$ cat config.mk
export PLATFORM = sky130hd
export DESIGN_NAME = loopback_fifo
export DESIGN_NICKNAME = d
export VERILOG_FILES = /design/src/rtl/loopback_pkg.sv /design/src/rtl/loopback_fifo_mem.sv /design/src/rtl/loopback_fifo.sv
export SDC_FILE = /design/constraint.sdc
export NUM_CORES = 1
export LEC_CHECK = 0
export CAP_MARGIN = 5
export CORE_MARGIN = 2
export CORE_UTILIZATION = 33
export DETAILED_ROUTE_END_ITERATION = 8
export PLACE_DENSITY_LB_ADDON = 0.3
export SETUP_SLACK_MARGIN = 0.3
export SLEW_MARGIN = 20
export SYNTH_ARGS = -nofsm -noshare
export SYNTH_HDL_FRONTEND = slang
export SYNTH_SLANG_ARGS = --single-unit
$ cat constraint.sdc
create_clock -name clk -period 2.3 [get_ports clk]
set_input_delay 0.345 -clock clk [delete_from_list [all_inputs] [get_ports clk]]
set_output_delay 0.345 -clock clk [all_outputs]
set_load 0.01 [all_outputs]
$ cat src/rtl/loopback_pkg.sv
// ----------------------------------------------------------------------------
// loopback_pkg
// Shared helpers for the loopback return-path FIFO:
//   level_width(depth) : bits needed to hold an occupancy of 0..depth
//   ptr_width(depth)   : bits of a read/write pointer into depth entries
//   PAYLOAD_RST_BIT    : reset value replicated across every payload bit
// ----------------------------------------------------------------------------
package loopback_pkg;

   localparam bit PAYLOAD_RST_BIT = 1'b0;

   function automatic int level_width(input int depth);
      return $clog2(depth) + 1;
   endfunction

   function automatic int ptr_width(input int depth);
      return (depth > 1) ? $clog2(depth) : 1;
   endfunction

endpackage

$ cat src/rtl/loopback_fifo_mem.sv
// ----------------------------------------------------------------------------
// loopback_fifo_mem
// DEPTH x WIDTH register array with one synchronous write port and one
// asynchronous read port.
// Ports:
//   clk, rst_n : clock, asynchronous active-low reset (clears all entries)
//   we         : write enable
//   waddr      : write address
//   wdata      : write data
//   raddr      : read address
//   rdata      : read data (combinational from raddr)
// ----------------------------------------------------------------------------
module loopback_fifo_mem
   import loopback_pkg::*;
#(
   parameter  int WIDTH = 1,
   parameter  int DEPTH = 4,
   localparam int PW    = ptr_width(DEPTH)
) (
   input  logic             clk,
   input  logic             rst_n,
   input  logic             we,
   input  logic [PW-1:0]    waddr,
   input  logic [WIDTH-1:0] wdata,
   input  logic [PW-1:0]    raddr,
   output logic [WIDTH-1:0] rdata
);

   logic [WIDTH-1:0] mem [DEPTH];

   // NOTE: the array is reset so an empty FIFO never presents X on its read
   // port; on a loopback, X would propagate straight back into the producer.
   always_ff @(posedge clk or negedge rst_n) begin
      if (!rst_n) begin
         for (int i = 0; i < DEPTH; i++) begin
            mem[i] <= {WIDTH{PAYLOAD_RST_BIT}};
         end
      end else if (we) begin
         mem[waddr] <= wdata;
      end
   end

   assign rdata = mem[raddr];

endmodule

$ cat src/rtl/loopback_fifo.sv
// ----------------------------------------------------------------------------
// loopback_fifo
// Registered ready/valid elastic buffer for the return path of a loopback.
// in_ready and out_valid come straight from flops, so the loop through this
// block never forms a combinational path.
// Ports:
//   clk, rst_n          : clock, asynchronous active-low reset
//   in_data, in_valid   : producer side payload / offer
//   in_ready            : FIFO accepts this cycle (registered)
//   out_data, out_valid : head of queue / FIFO non-empty (registered)
//   out_ready           : consumer takes the head this cycle
//   level               : current occupancy, 0..DEPTH
//   peak                : highest level since reset or last peak_clr
//   peak_clr            : synchronous clear of peak (loads next level)
// ----------------------------------------------------------------------------
module loopback_fifo
   import loopback_pkg::*;
#(
   parameter  int WIDTH = 1,
   parameter  int DEPTH = 4,
   localparam int LW    = level_width(DEPTH)
) (
   input  logic             clk,
   input  logic             rst_n,
   input  logic [WIDTH-1:0] in_data,
   input  logic             in_valid,
   output logic             in_ready,
   output logic [WIDTH-1:0] out_data,
   output logic             out_valid,
   input  logic             out_ready,
   output logic [LW-1:0]    level,
   output logic [LW-1:0]    peak,
   input  logic             peak_clr
);

   localparam int            PW       = ptr_width(DEPTH);
   localparam logic [LW-1:0] FULL_LVL = LW'(DEPTH);

   logic [PW-1:0]    wr_ptr;
   logic [PW-1:0]    rd_ptr;
   logic [LW-1:0]    level_next;
   logic [LW-1:0]    peak_next;
   logic [WIDTH-1:0] head_data;
   logic [WIDTH-1:0] last_popped;
   logic             push;
   logic             pop;

   assign push = in_valid && in_ready;
   assign pop  = out_valid && out_ready;

   loopback_fifo_mem #(
      .WIDTH (WIDTH),
      .DEPTH (DEPTH)
   ) u_mem (
      .clk   (clk),
      .rst_n (rst_n),
      .we    (push),
      .waddr (wr_ptr),
      .wdata (in_data),
      .raddr (rd_ptr),
      .rdata (head_data)
   );

   // NOTE: every signal written here gets its default first, so no path
   // through the block leaves it unassigned and no latch is inferred.
   always_comb begin
      level_next = level;
      if (push && !pop) begin
         level_next = level + 1'b1;
      end else if (pop && !push) begin
         level_next = level - 1'b1;
      end
      peak_next = peak;
      if (peak_clr) begin
         peak_next = level_next;
      end else if (level_next > peak) begin
         peak_next = level_next;
      end
   end

   // NOTE: all state uses non-blocking assignments so every flop samples the
   // pre-edge values regardless of statement order.
   always_ff @(posedge clk or negedge rst_n) begin
      if (!rst_n) begin
         wr_ptr      <= '0;
         rd_ptr      <= '0;
         level       <= '0;
         peak        <= '0;
         in_ready    <= 1'b0;
         out_valid   <= 1'b0;
         last_popped <= {WIDTH{PAYLOAD_RST_BIT}};
      end else begin
         // DEPTH is a power of two, so the natural pointer overflow wraps
         // modulo DEPTH without skipping entries.
         if (push) wr_ptr <= wr_ptr + 1'b1;
         if (pop) begin
            rd_ptr      <= rd_ptr + 1'b1;
            last_popped <= head_data;
         end
         level     <= level_next;
         peak      <= peak_next;
         in_ready  <= (level_next < FULL_LVL);
         out_valid <= (level_next != '0);
      end
   end

   // When empty the read pointer sits on a stale slot, so the last popped
   // value is presented instead.
   assign out_data = out_valid ? head_data : last_popped;

endmodule

Fig. 1: where the registers sit
Bar = 20 µm. Other sequential cells in the stronger gray, the rest of the logic in the fainter gray.
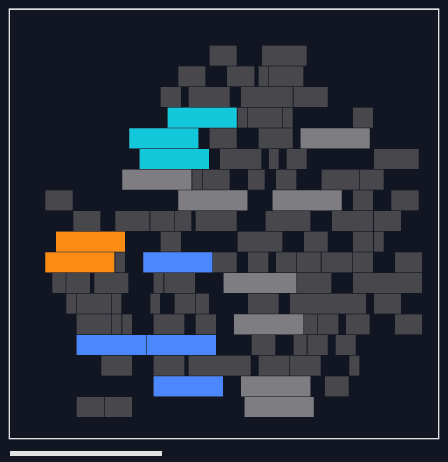
[`u_mem.mem`] blue | flops: 4 | where: bottom center
[`peak`] cyan | flops: 3
[`wr_ptr`] orange | flops: 2
not colored: 8

Fig. 2: wires at chosen ports, followed through buffers
Bar = 20 µm.
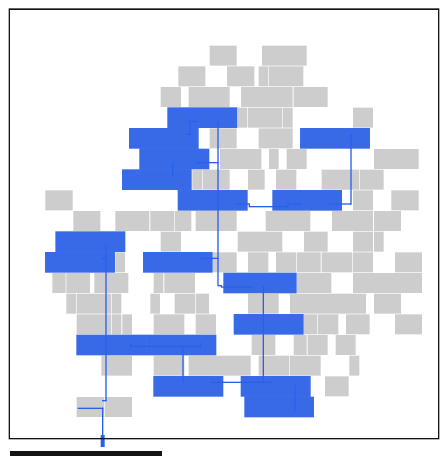
[`rst_n`] blue | bits: 1 | direction: input | edge: bottom | end cells: 17 | buffers: 1 | wire: 124 µm

Fig. 3: M1 wires
Bar = 20 µm. Supply wires on this layer in gray.
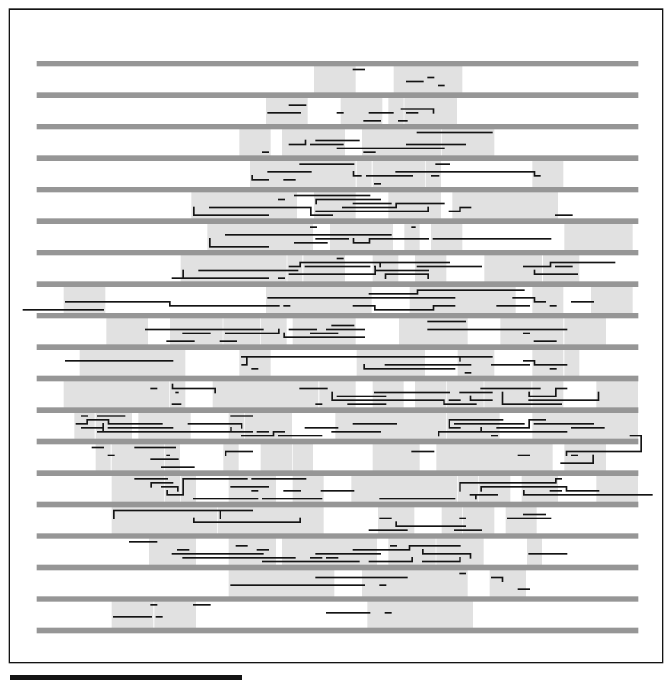
nets with wire on the layer: 102
wire length on this layer: 843 µm

Fig. 4: track usage over the die
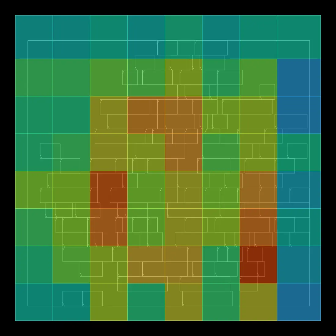
grt met3 use: 0.0300
GR peak layer: met2

==> reports/results.txt <==
FMAX = 0.457 GHz
Sequential Area = 427 µm²
Startpoint types = register
CP Capture Type = register
HP Class = input pin to async pin
Root Buffer = clkbuf_4
Total CTS buffers = 3
Synth top area share = 0.471
Setup CP Type = register to register
Slew Viols, Final = 0
Max clock buf depth = 2
Filler cells = 241
Most used logic cell in the final layout = dfrtp_1
Cell Type Count = 22
Largest net degree at the start of global routing = 18
Final std cells w/o fill = 135
Simple share = 0.0679
Non-Clock Inverter Count = 9
Total GRT Usage = 0.124
Tapcells = 30
Buffers excl. clock = 26
Clk latency late pin = 0.29 ns
Top pwr grp = combinational cells
Final setup viols = 0
Cell area after layout = 0.00132 mm²
Final core utilization = 0.517
Die Ht = 56.3 µm
Synth top cell by count = dfrtp_1
Min Hold Slack = 0.478 ns
Reg2Reg Setup Slack = 0.11 ns
Via count = 623
ANT nets after route = 0
Worst-Margin Slew = 0.736 ns
Clk power = 158 µW
Crit path to = peak[1]
DR iter-0 viols = 12
Final min period = 2.19 ns
# rows = 18
Fraction of synthesized area in multiplexers = 0.148
Adder Share, Synth = 0.125
Run status = complete, no violations
GP Congestion = 0.722
Seq power = 588 µW
Placed insts = 127
Flop count = 17
Vias per Instance = 4.61
Synth area leader = dfrtp_1
Ao+oa area frac = 0.0693
Syn Inst Count = 76
Clock Power Share = 0.069
Final Hold Fails = 0
Syn_nets = 91
Maxcap violations = 0
Hpwl dp = 1260 µm
Routed wl met2 = 862 µm
Share of layout cells above drive strength 1 = 0.467
Clk sink count = 17
Relative slew slack = 0.508
Place WS = -0.412 ns
Layout area overhead = 45.7%
Comb area share = 0.428
GR Util met2 = 0.192
==> critical path, cell delays in order (launching register included) <==
cell      delay [ns]
dfrtp_1         0.43
ha_2            0.19
a21boi_1        0.13
xnor2_1         0.15
mux2i_2         0.19
ha_1            0.30
nand3_2         0.11
o21ai_4         0.07
o21bai_4        0.20
mux2_4          0.32
==> registers in the layout (all words and copies together) (netlist names) <==
| name | count |
|---|---|
| level | 3 |
| out_valid | 1 |
| rd_ptr | 2 |
| u_mem.mem | 4 |
| in_ready | 1 |
| last_popped | 1 |
| peak | 3 |
| wr_ptr | 2 |
==> repair_timing <==
item	4_1_cts	5_1_grt
pin swaps	2	7
gates cloned	0	0
endpoints found under the setup margin	4	3
setup buffers	1	3
resized	7	26
Power and IR drop assume default switching activity.
